## config.mk

```make
export PLATFORM = sky130hd
export DESIGN_NAME = pipe_stage_reg_flat
export DESIGN_NICKNAME = d
export VERILOG_FILES = /design/src/rtl/pipe_pkg.sv /design/src/rtl/pipe_stage_reg_if.sv /design/src/rtl/pipe_entry_reg.sv /design/src/rtl/pipe_stage_reg.sv /design/src/flat_wrapper.sv
export SDC_FILE = /design/constraint.sdc
export NUM_CORES = 1
export LEC_CHECK = 0
export CAP_MARGIN = 20
export CORE_ASPECT_RATIO = 2
export CORE_MARGIN = 2
export CORE_UTILIZATION = 44
export DETAILED_ROUTE_END_ITERATION = 8
export GPL_ROUTABILITY_DRIVEN = 0
export PLACE_DENSITY = 0.76
export SYNTH_ARGS = -nofsm -noshare
export SYNTH_HDL_FRONTEND = slang
export SYNTH_SLANG_ARGS = --single-unit
```

## constraint.sdc

```tcl
create_clock -name clock -period 1.92 [get_ports clock]
set_input_delay 0.384 -clock clock [delete_from_list [all_inputs] [get_ports clock]]
set_output_delay 0.384 -clock clock [all_outputs]
set_load 0.005 [all_outputs]
```

## src/rtl/pipe_pkg.sv

```systemverilog
`default_nettype none
// ============================================================================
// pipe_pkg
// Shared widths, ID/EX control-bundle layout and bubble values for stage regs.
// Revision: 1.0
// ============================================================================
package pipe_pkg;

  typedef enum logic [1:0] {
    BND_IFID  = 2'd0,
    BND_IDEX  = 2'd1,
    BND_EXMEM = 2'd2,
    BND_MEMWB = 2'd3
  } boundary_e;

  localparam int DEFAULT_DATA_W = 32;
  localparam int DEFAULT_CTRL_W = 12;
  localparam int DEFAULT_CNT_W  = 16;

  localparam int IFID_CTRL_W  = 1;
  localparam int IFID_DATA_W  = 64;
  localparam int IDEX_CTRL_W  = 12;
  localparam int IDEX_DATA_W  = 32;
  localparam int EXMEM_CTRL_W = 4;
  localparam int EXMEM_DATA_W = 69;
  localparam int MEMWB_CTRL_W = 2;
  localparam int MEMWB_DATA_W = 69;

  // ID/EX control field offsets; bit 11 is spare
  localparam int IDEX_ALUOP_LSB = 0;
  localparam int IDEX_REGWRITE  = 4;
  localparam int IDEX_MEMTOREG  = 5;
  localparam int IDEX_MEM_WEN   = 6;
  localparam int IDEX_MEM_REN   = 7;
  localparam int IDEX_REGDST    = 8;
  localparam int IDEX_ALUSRC    = 9;
  localparam int IDEX_SHIFT     = 10;

  localparam logic [IFID_CTRL_W-1:0]  IFID_BUBBLE  = '0;
  localparam logic [IDEX_CTRL_W-1:0]  IDEX_BUBBLE  = '0;
  localparam logic [EXMEM_CTRL_W-1:0] EXMEM_BUBBLE = '0;
  localparam logic [MEMWB_CTRL_W-1:0] MEMWB_BUBBLE = '0;

  typedef struct packed {
    logic       shift;
    logic       alusrc;
    logic       regdst;
    logic       mem_ren;
    logic       mem_wen;
    logic       memtoreg;
    logic       regwrite;
    logic [3:0] aluop;
  } idex_ctrl_t;

  function automatic logic [IDEX_CTRL_W-1:0] idex_pack(input idex_ctrl_t c);
    return {1'b0, c};
  endfunction

endpackage
`default_nettype wire

```

## src/rtl/pipe_stage_reg_if.sv

```systemverilog
`default_nettype none
// ============================================================================
// pipe_stage_reg_if
// Valid/ready beat carrying a control and a data bundle.
// Revision: 1.0
// ============================================================================
interface pipe_stage_reg_if #(
  parameter int CTRL_W = 12,
  parameter int DATA_W = 32
) ();
  logic              valid;
  logic              ready;
  logic [CTRL_W-1:0] ctrl;
  logic [DATA_W-1:0] data;

  modport master (output valid, output ctrl, output data, input ready);
  modport slave  (input valid, input ctrl, input data, output ready);
endinterface
`default_nettype wire

```

## src/rtl/pipe_entry_reg.sv

```systemverilog
`default_nettype none
// ============================================================================
// pipe_entry_reg
// One valid + ctrl + data register; clear wins over load.
// Revision: 1.0
// ============================================================================
module pipe_entry_reg
  import pipe_pkg::*;
#(
  parameter int CTRL_W = DEFAULT_CTRL_W,
  parameter int DATA_W = DEFAULT_DATA_W
) (
  input  logic              clock,
  input  logic              reset,
  input  logic              load_i,
  input  logic              clr_i,
  input  logic [CTRL_W-1:0] ctrl_i,
  input  logic [DATA_W-1:0] data_i,
  output logic              valid_o,
  output logic [CTRL_W-1:0] ctrl_o,
  output logic [DATA_W-1:0] data_o
);

  logic              valid_q;
  logic [CTRL_W-1:0] ctrl_q;
  logic [DATA_W-1:0] data_q;

  // Clearing only drops the valid bit so dn_data keeps its last value
  always_ff @(posedge clock) begin
    if (reset) begin
      valid_q <= 1'b0;
      ctrl_q  <= '0;
      data_q  <= '0;
    end else if (clr_i) begin
      valid_q <= 1'b0;
    end else if (load_i) begin
      valid_q <= 1'b1;
      ctrl_q  <= ctrl_i;
      data_q  <= data_i;
    end
  end

  assign valid_o = valid_q;
  assign ctrl_o  = ctrl_q;
  assign data_o  = data_q;

endmodule
`default_nettype wire

```

## src/rtl/pipe_stage_reg.sv

```systemverilog
`default_nettype none
// ============================================================================
// pipe_stage_reg
// Handshaked pipeline register with optional skid entry, flush and stall count.
// Revision: 1.0
// ============================================================================
module pipe_stage_reg
  import pipe_pkg::*;
#(
  parameter int                DATA_W      = DEFAULT_DATA_W,
  parameter int                CTRL_W      = DEFAULT_CTRL_W,
  parameter logic [CTRL_W-1:0] BUBBLE_CTRL = '0,
  parameter int                SKID        = 1,
  parameter int                CNT_W       = DEFAULT_CNT_W
) (
  input  logic             clock,
  input  logic             reset,
  input  logic             flush,
  pipe_stage_reg_if.slave  up,
  pipe_stage_reg_if.master dn,
  output logic [1:0]       occupancy,
  output logic [CNT_W-1:0] stall_cnt
);

  localparam logic [CNT_W-1:0] CNT_MAX = '1;

  logic              main_valid;
  logic [CTRL_W-1:0] main_ctrl;
  logic [DATA_W-1:0] main_data;
  logic              main_load;
  logic              main_clr;
  logic [CTRL_W-1:0] main_ctrl_in;
  logic [DATA_W-1:0] main_data_in;

  logic              skid_valid;
  logic [CTRL_W-1:0] skid_ctrl;
  logic [DATA_W-1:0] skid_data;

  logic              up_ready;
  logic              accept;
  logic              release_beat;

  logic [CNT_W-1:0]  stall_cnt_q;
  logic [CNT_W-1:0]  stall_cnt_d;

  assign accept       = up.valid & up_ready;
  assign release_beat = main_valid & dn.ready;

  // When the skid holds a beat it is older than anything upstream
  assign main_ctrl_in = skid_valid ? skid_ctrl : up.ctrl;
  assign main_data_in = skid_valid ? skid_data : up.data;

  generate
    if (SKID != 0) begin : g_skid
      logic skid_load;
      logic skid_clr;

      assign up_ready  = !skid_valid;
      assign main_load = (accept & (!main_valid | (release_beat & !skid_valid)))
                       | (release_beat & skid_valid);
      assign main_clr  = flush | (release_beat & !skid_valid & !accept);
      assign skid_load = accept & main_valid & !release_beat;
      assign skid_clr  = flush | (release_beat & skid_valid);

      pipe_entry_reg #(
        .CTRL_W (CTRL_W),
        .DATA_W (DATA_W)
      ) u_skid (
        .clock   (clock),
        .reset   (reset),
        .load_i  (skid_load),
        .clr_i   (skid_clr),
        .ctrl_i  (up.ctrl),
        .data_i  (up.data),
        .valid_o (skid_valid),
        .ctrl_o  (skid_ctrl),
        .data_o  (skid_data)
      );
    end else begin : g_noskid
      assign up_ready   = !main_valid | dn.ready;
      assign main_load  = accept;
      assign main_clr   = flush | (release_beat & !accept);
      assign skid_valid = 1'b0;
      assign skid_ctrl  = '0;
      assign skid_data  = '0;
    end
  endgenerate

  pipe_entry_reg #(
    .CTRL_W (CTRL_W),
    .DATA_W (DATA_W)
  ) u_main (
    .clock   (clock),
    .reset   (reset),
    .load_i  (main_load),
    .clr_i   (main_clr),
    .ctrl_i  (main_ctrl_in),
    .data_i  (main_data_in),
    .valid_o (main_valid),
    .ctrl_o  (main_ctrl),
    .data_o  (main_data)
  );

  always_comb begin
    stall_cnt_d = stall_cnt_q;
    if (main_valid && !dn.ready && (stall_cnt_q != CNT_MAX)) begin
      stall_cnt_d = stall_cnt_q + 1'b1;
    end
  end

  always_ff @(posedge clock) begin
    if (reset) begin
      stall_cnt_q <= '0;
    end else begin
      stall_cnt_q <= stall_cnt_d;
    end
  end

  assign up.ready  = up_ready;
  assign dn.valid  = main_valid;
  assign dn.ctrl   = main_valid ? main_ctrl : BUBBLE_CTRL;
  assign dn.data   = main_data;
  assign occupancy = {1'b0, main_valid} + {1'b0, skid_valid};
  assign stall_cnt = stall_cnt_q;

endmodule
`default_nettype wire

```

## src/flat_wrapper.sv

```systemverilog
// flat-port wrapper written by rule: the top's interface ports become plain ports
module pipe_stage_reg_flat import pipe_pkg::*;
#(
  parameter int                DATA_W      = DEFAULT_DATA_W,
  parameter int                CTRL_W      = DEFAULT_CTRL_W,
  parameter logic [CTRL_W-1:0] BUBBLE_CTRL = '0,
  parameter int                SKID        = 1,
  parameter int                CNT_W       = DEFAULT_CNT_W
)
  (clock, reset, flush, occupancy, stall_cnt, up_valid, up_ctrl, up_data, up_ready, dn_valid, dn_ctrl, dn_data, dn_ready);
  pipe_stage_reg_if #(.CTRL_W(CTRL_W), .DATA_W(DATA_W)) up_i ();
  pipe_stage_reg_if #(.CTRL_W(CTRL_W), .DATA_W(DATA_W)) dn_i ();
  input  logic clock;
  input  logic reset;
  input  logic flush;
  output logic [1:0] occupancy;
  output logic [CNT_W-1:0] stall_cnt;
  input wire logic [$bits(up_i.valid)-1:0] up_valid;
  input wire logic [$bits(up_i.ctrl)-1:0] up_ctrl;
  input wire logic [$bits(up_i.data)-1:0] up_data;
  output wire logic [$bits(up_i.ready)-1:0] up_ready;
  output wire logic [$bits(dn_i.valid)-1:0] dn_valid;
  output wire logic [$bits(dn_i.ctrl)-1:0] dn_ctrl;
  output wire logic [$bits(dn_i.data)-1:0] dn_data;
  input wire logic [$bits(dn_i.ready)-1:0] dn_ready;
  assign up_i.valid = up_valid;
  assign up_i.ctrl = up_ctrl;
  assign up_i.data = up_data;
  assign up_ready = up_i.ready;
  assign dn_valid = dn_i.valid;
  assign dn_ctrl = dn_i.ctrl;
  assign dn_data = dn_i.data;
  assign dn_i.ready = dn_ready;
  pipe_stage_reg #(.DATA_W(DATA_W), .CTRL_W(CTRL_W), .BUBBLE_CTRL(BUBBLE_CTRL), .SKID(SKID), .CNT_W(CNT_W)) u_core (.clock(clock), .reset(reset), .flush(flush), .up(up_i), .dn(dn_i), .occupancy(occupancy), .stall_cnt(stall_cnt));
endmodule
```

### Local utilization, run 1

Scale bar: 20 um. The die is cut into 7 by 15 equal tiles; black is low, pale yellow is high, 0 to 100% covered.
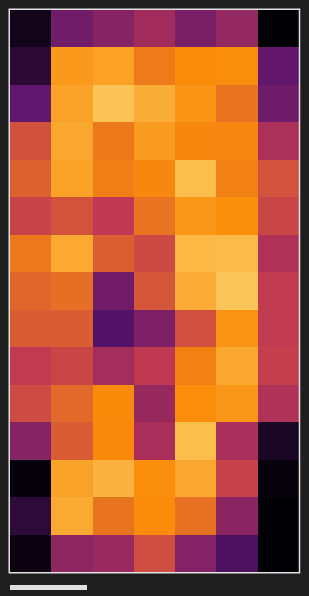
mean over tiles = 56%
emptiest ninth of the die = south-east
fullest tile = 87%
nearly empty tiles = 3.8%
tiles over 75% full = 27%
final core utilization: 0.642
FP Util: 0.453
total core area: 0.00976 sq mm

### Wire density map, run 1

Scale bar: 20 um. The die is cut into 15 by 29 equal tiles; black is low, pale yellow is high, scaled to the fullest tile. Values are wire area over tile area, all layers added.
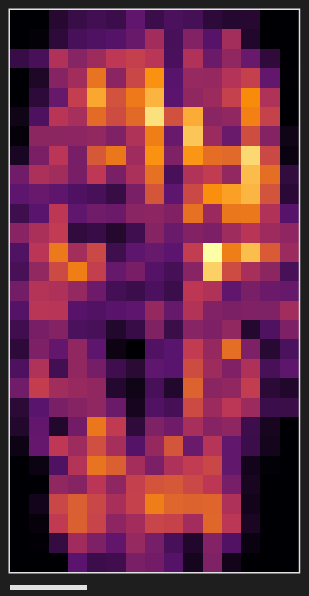
mean over tiles = 0.17
densest ninth of the die = north
nearly empty tiles = 9.7%
fullest tile = 0.51
tiles over half the peak = 21%
emptiest ninth of the die = south-east
Routed WL: 11.7 mm
total global-route track usage: 0.219
drt wl/cell: 15.3 um
vias after detailed routing: 4078

### Metal 1, run 1

Scale bar: 20 um.
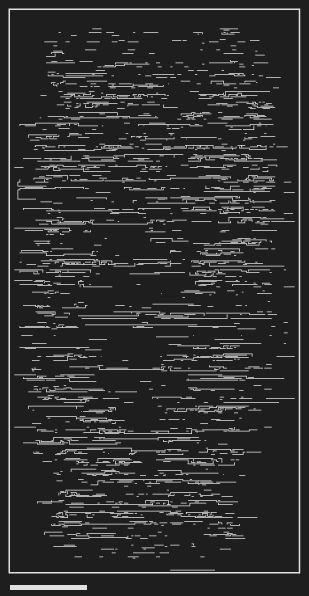
main direction = horizontal
wire length on this layer = 4260 um
M1 GR Usage: 0.234

### Metal 2, run 1

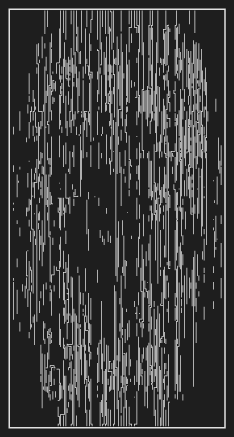
main direction = vertical
share of all routed wire = 56%
wire length on this layer = 6570 um
longest straight run = 62.2 um
met2 usage: 0.389

==> flow_metrics.py, run 1 <==
# Metrics from the implementation run
metrics = {
    "outcome": {
        "outcome": "finished clean",
    },
    "power": {
        "vdd_drop_max_v": 0.000558,
        "power.density_mw_per_mm2": 750,
        "p_clk_mw": 1.87,
        "p_comb_mw": 0.513,
        "switchingPower_mw": 1.03,
        "power.share.switching": 0.218,
        "pwr-share-seq": 0.493,
    },
    "synth": {
        "top_logic_kind": "simple AND/OR/NAND/NOR gates",
        "ys_cells": 515,
        "adder_share": 0.00566,
        "seq_area_frac_synth": 0.480,
        "topCellsByArea": "dfxtp_1 (48%), mux2i_1 (10%), nand2_1 (8.2%)",
        "synth.distinct_cells": 31,
        "syn_nets": 566,
        "synth-simple-area-share": 0.199,
    },
    "clocking": {
        "cts_tree": "done",
        "clk_latency_ns": 0.34,
        "postCtsSetupBuffers": 0,
        "htreeDepth": 3,
    },
    "final_timing": {
        "grt_setup_unrepaired": "yes",
        "setup_violations": 0,
        "slew_viol_final": 0,
    },
    "worst_hold_path": {
        "hold_path.class": "reg2reg",
    },
    "grt": {
        "antenna_found_initial": 0,
        "grt_max_degree": 56,
    },
    "worst_setup_path": {
        "r2r-start": "u_core.stall_cnt[0]",
        "rrSetupSlack_ns": 0.09,
        "crit_cells": 3,
        "path_cells": "clkbuf_16, and2_1, clkdlybuf4s50_1",
    },
    "job": {
        "maxCapViolations": 0,
    },
    "final_layout": {
        "flops": 106,
        "nClkBuffers": 13,
        "final_cells": 769,
        "seqCellArea_sq_mm": 0.00213,
    },
    "place": {
        "pre_cts_ws_ns": -0.320,
    },
    "drt": {
        "viasPerCell": 5.30,
        "dr.pass1.iters": 4,
    },
}
## run 1: layer usage
layer / GRT usage / vias to the layer above / part of all wire
met2: 0.389 / 108 / 0.56
met1: 0.234 / 1917 / 0.36
met3: 0.0353 / 28 / 0.042
li1: - / 2025 / -
met4: 0.119 / 0 / 0.037
met5: 0 / - / 0
## run 1: state kept, by name, summed over array words and instances (netlist names)
register                      count
u_core.stall_cnt                 16
u_core.g_skid.u_skid.data_o      32
u_core.u_main.ctrl_o             12
u_core.g_skid.u_skid.valid_o      1
u_core.u_main.data_o             32
u_core.g_skid.u_skid.ctrl_o      12
u_core.u_main.valid_o             1
## run 1: tightest hold or removal path, stage by stage, from the launching register on
cell,delay (ns)
dfxtp_1,0.31
nand2_1,0.05
a21oi_1,0.05
### Congestion heat map, run 1

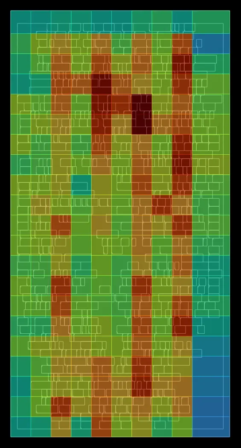

==> inputs of run 2 (changes only) <==
--- a/config.mk
+++ b/config.mk
@@ -5,13 +5,15 @@
 export SDC_FILE = /design/constraint.sdc
 export NUM_CORES = 1
 export LEC_CHECK = 0
+export ABC_CLOCK_PERIOD_IN_PS = 1600
 export CAP_MARGIN = 20
 export CORE_ASPECT_RATIO = 2
 export CORE_MARGIN = 2
-export CORE_UTILIZATION = 44
+export CORE_UTILIZATION = 47
 export DETAILED_ROUTE_END_ITERATION = 8
 export GPL_ROUTABILITY_DRIVEN = 0
-export PLACE_DENSITY = 0.76
+export PLACE_DENSITY = 0.77
 export SYNTH_ARGS = -nofsm -noshare
 export SYNTH_HDL_FRONTEND = slang
+export SYNTH_HIERARCHICAL = 1
 export SYNTH_SLANG_ARGS = --single-unit
==> constraint.sdc (replaced) <==
create_clock -name clock -period 1.6 [get_ports clock]
set_input_delay 0.32 -clock clock [delete_from_list [all_inputs] [get_ports clock]]
set_output_delay 0.32 -clock clock [all_outputs]
set_load 0.005 [all_outputs]
### Congestion heat map, run 2

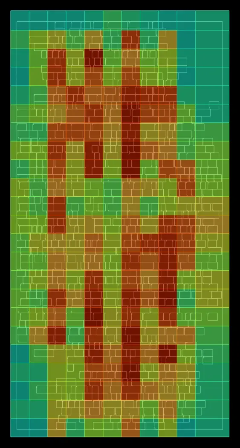
busiest layer in global routing: met2
final core utilization: 0.667

### Local utilization, run 2

Scale bar: 20 um. The die is cut into 8 by 16 equal tiles; black is low, pale yellow is high, 0 to 100% covered.
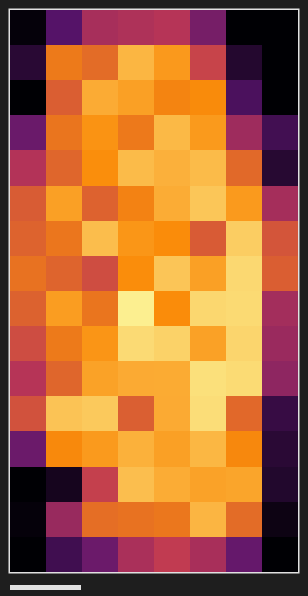
fullest tile = 97%
emptiest ninth of the die = north-east
mean over tiles = 59%
nearly empty tiles = 7.8%
tiles over 75% full = 38%
densest ninth of the die = centre

### Wire density map, run 2

Scale bar: 20 um. The die is cut into 16 by 32 equal tiles; black is low, pale yellow is high, scaled to the fullest tile. Values are wire area over tile area, all layers added.
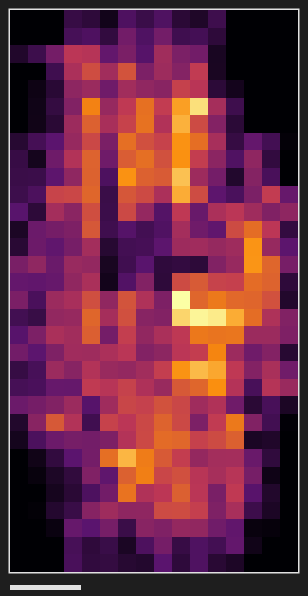
tiles over half the peak = 23%
nearly empty tiles = 13%
fullest tile = 0.61
emptiest ninth of the die = north-east
drt wl/cell: 19.1 um
Routed WL: 16.3 mm

==> flow_metrics.py, run 2 <==
# Metrics from the implementation run
metrics = {
    "outcome": {
        "outcome": "complete, but fails checks",
        "violations": "setup timing",
    },
    "synth": {
        "topCellsByArea": "dfxtp_1 (38%), nand4bb_1 (18%), nand2b_1 (9.8%)",
        "synth.distinct_cells": 38,
        "adder_share": 0.00443,
        "ys_cells": 574,
        "syn_nets": 625,
        "top_logic_kind": "simple AND/OR/NAND/NOR gates",
        "seq_area_frac_synth": 0.375,
    },
    "drt": {
        "viasPerCell": 5.93,
        "dr.pass1.iters": 5,
        "via_count": 5067,
    },
    "power": {
        "power.share.switching": 0.230,
        "power.density_mw_per_mm2": 754,
        "pwr-share-seq": 0.466,
        "switchingPower_mw": 1.35,
        "p_clk_mw": 2.33,
    },
    "grt": {
        "grt_usage": 0.245,
        "antenna_found_initial": 0,
        "grt_max_degree": 55,
        "grt_pass1_wl_mm": 25.3,
    },
    "final_timing": {
        "setup_violations": 9,
        "grt_setup_unrepaired": "yes",
        "fin_ws_ns": -0.146,
        "slew_viol_final": 0,
    },
    "die": {
        "core_area_sq_mm": 0.0117,
        "dieArea_sq_mm": 0.0130,
        "fp_util": 0.483,
    },
    "final_layout": {
        "fin_area_sq_mm": 0.00781,
        "fin_nets": 755,
        "seqCellArea_sq_mm": 0.00215,
        "nClkBuffers": 13,
        "comb_area_sq_mm": 0.00332,
        "final_cells": 854,
    },
    "worst_hold_path": {
        "hold_path.class": "reg2reg",
    },
    "clocking": {
        "htreeDepth": 3,
        "cts_tree": "done",
    },
    "job": {
        "maxCapViolations": 0,
    },
    "place": {
        "pre_cts_ws_ns": -0.491,
    },
    "worst_setup_path": {
        "cp_max_fo": 6,
        "r2r-start": "u_core/u_main/valid_o",
        "worst_r2r_endpoint": "u_core/stall_cnt[13]",
        "rrSetupSlack_ns": -0.15,
        "path_cells": "buf_6, and2b_2, nand4_1, buf_4, buf_4, o31ai_1, a21oi_2",
    },
}
run 2: per-layer routing:
| metal | track usage | share of wire | vias to the layer above |
|---|---|---|---|
| li1 | - | - | 2363 |
| met2 | 0.425 | 0.53 | 185 |
| met3 | 0.0380 | 0.039 | 51 |
| met4 | 0.133 | 0.043 | 0 |
| met5 | 0 | 0 | - |
| met1 | 0.275 | 0.38 | 2468 |
run 2: repair_timing:
action / 4_1_cts / 5_1_grt
gates cloned: 2 / 4
setup buffers: 13 / 4
pin swaps: 3 / 5
endpoints found under the setup margin: 81 / 90
resized: 63 / 45
run 2: per-stage QoR:
step	setup TNS [ns]	power [mW]
global placement	-30.12	3.53
detailed placement	-34.52	3.55
finish	-0.442	5.89
CTS	-0.288	5.89
floorplan	0	3.19
global route	-1.01	6.07
### Metal 2, run 2

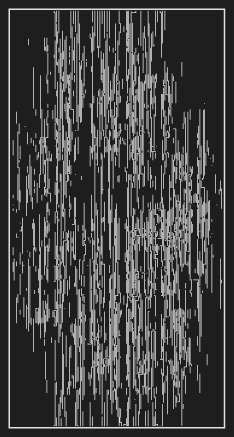

==> inputs of run 3 (changes only) <==
--- a/config.mk
+++ b/config.mk
@@ -5,7 +5,7 @@
 export SDC_FILE = /design/constraint.sdc
 export NUM_CORES = 1
 export LEC_CHECK = 0
-export ABC_CLOCK_PERIOD_IN_PS = 1600
+export ABC_CLOCK_PERIOD_IN_PS = 1470
 export CAP_MARGIN = 20
 export CORE_ASPECT_RATIO = 2
 export CORE_MARGIN = 2
@@ -17,3 +17,4 @@
 export SYNTH_HDL_FRONTEND = slang
 export SYNTH_HIERARCHICAL = 1
 export SYNTH_SLANG_ARGS = --single-unit
+export TNS_END_PERCENT = 20
==> constraint.sdc (replaced) <==
create_clock -name clock -period 1.47 [get_ports clock]
set_input_delay 0.294 -clock clock [delete_from_list [all_inputs] [get_ports clock]]
set_output_delay 0.294 -clock clock [all_outputs]
set_load 0.005 [all_outputs]
### Metal 2, run 3

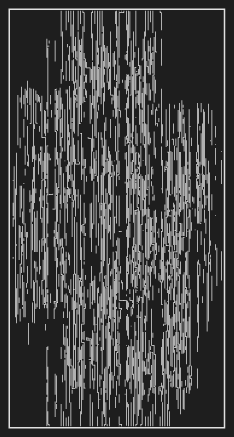
nets with wire on the layer = 704
main direction = vertical
met2 usage: 0.440
vias after detailed routing: 5069
Routed WL: 16.9 mm

### Wire density map, run 3

Scale bar: 20 um. The die is cut into 16 by 32 equal tiles; black is low, pale yellow is high, scaled to the fullest tile. Values are wire area over tile area, all layers added.
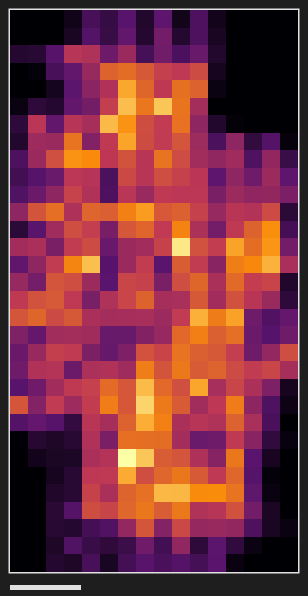
fullest tile = 0.55
nearly empty tiles = 13%
emptiest ninth of the die = north-east
mean over tiles = 0.20

==> flow_metrics.py, run 3 <==
# Metrics from the implementation run
metrics = {
    "final_timing": {
        "tns_ns": -12.30,
        "setup_violations": 113,
        "fin_ws_ns": -0.215,
    },
    "synth": {
        "top_logic_kind": "simple AND/OR/NAND/NOR gates",
        "synth.distinct_cells": 38,
        "ys_cells": 574,
        "syn_nets": 625,
        "adder_share": 0.00443,
        "seq_area_frac_synth": 0.375,
    },
    "final_layout": {
        "final_cells": 868,
    },
    "outcome": {
        "violations": "setup timing",
        "outcome": "complete, but fails checks",
    },
    "clocking": {
        "cts_tree": "done",
        "cts-resized-gates": 161,
        "postCtsSetupBuffers": 9,
    },
    "worst_setup_path": {
        "path_cells": "buf_6, and2b_2, nand4_1, buf_4, or4_1, a21oi_1",
        "cp_max_fo": 5,
    },
    "grt": {
        "grt_max_degree": 110,
        "grt_usage": 0.245,
    },
    "drt": {
        "dr.pass1.iters": 5,
        "viasPerCell": 5.84,
    },
    "power": {
        "power_mw": 6.44,
    },
    "worst_hold_path": {
        "hold_path.class": "in2reg",
    },
}
### Local utilization, run 3

Scale bar: 20 um. The die is cut into 8 by 16 equal tiles; black is low, pale yellow is high, 0 to 100% covered.
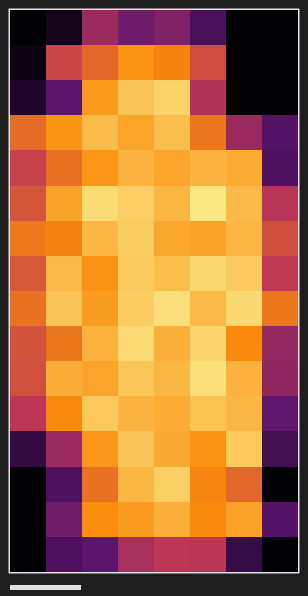
emptiest ninth of the die = north-east
tiles over 75% full = 48%
mean over tiles = 60%
fullest tile = 95%
densest ninth of the die = centre
nearly empty tiles = 9.4%
total core area: 0.0117 sq mm
FP Util: 0.483
final core utilization: 0.684

run 3: layer usage:
metal  global-route usage  wire, um
met4               0.0971       428
met2                0.440      9200
met5                    0         0
met3               0.0374       694
met1                0.276      6530
run 3: worst paths after layout:
| kind | from | to | slack (ns) | cells past startpoint |
|---|---|---|---|---|
| min reg2reg | u_core/u_main/data_o[2] | u_core/u_main/data_o[2] | 0.46 | 2 |
| max reg2reg | u_core/u_main/valid_o | u_core/stall_cnt[11] | -0.21 | 6 |
| min | reset | u_core/stall_cnt[15] | 0.41 | 3 |
| max | u_core/u_main/valid_o | u_core/stall_cnt[11] | -0.21 | 6 |
run 3: where the power goes:
part	switching [mW]	internal [mW]	leakage, nW
clock network	1.07	1.48	0.145
registers	0.0460	2.94	0.875
logic	0.374	0.524	2.06
Power is estimated from default activity; no workload was simulated.
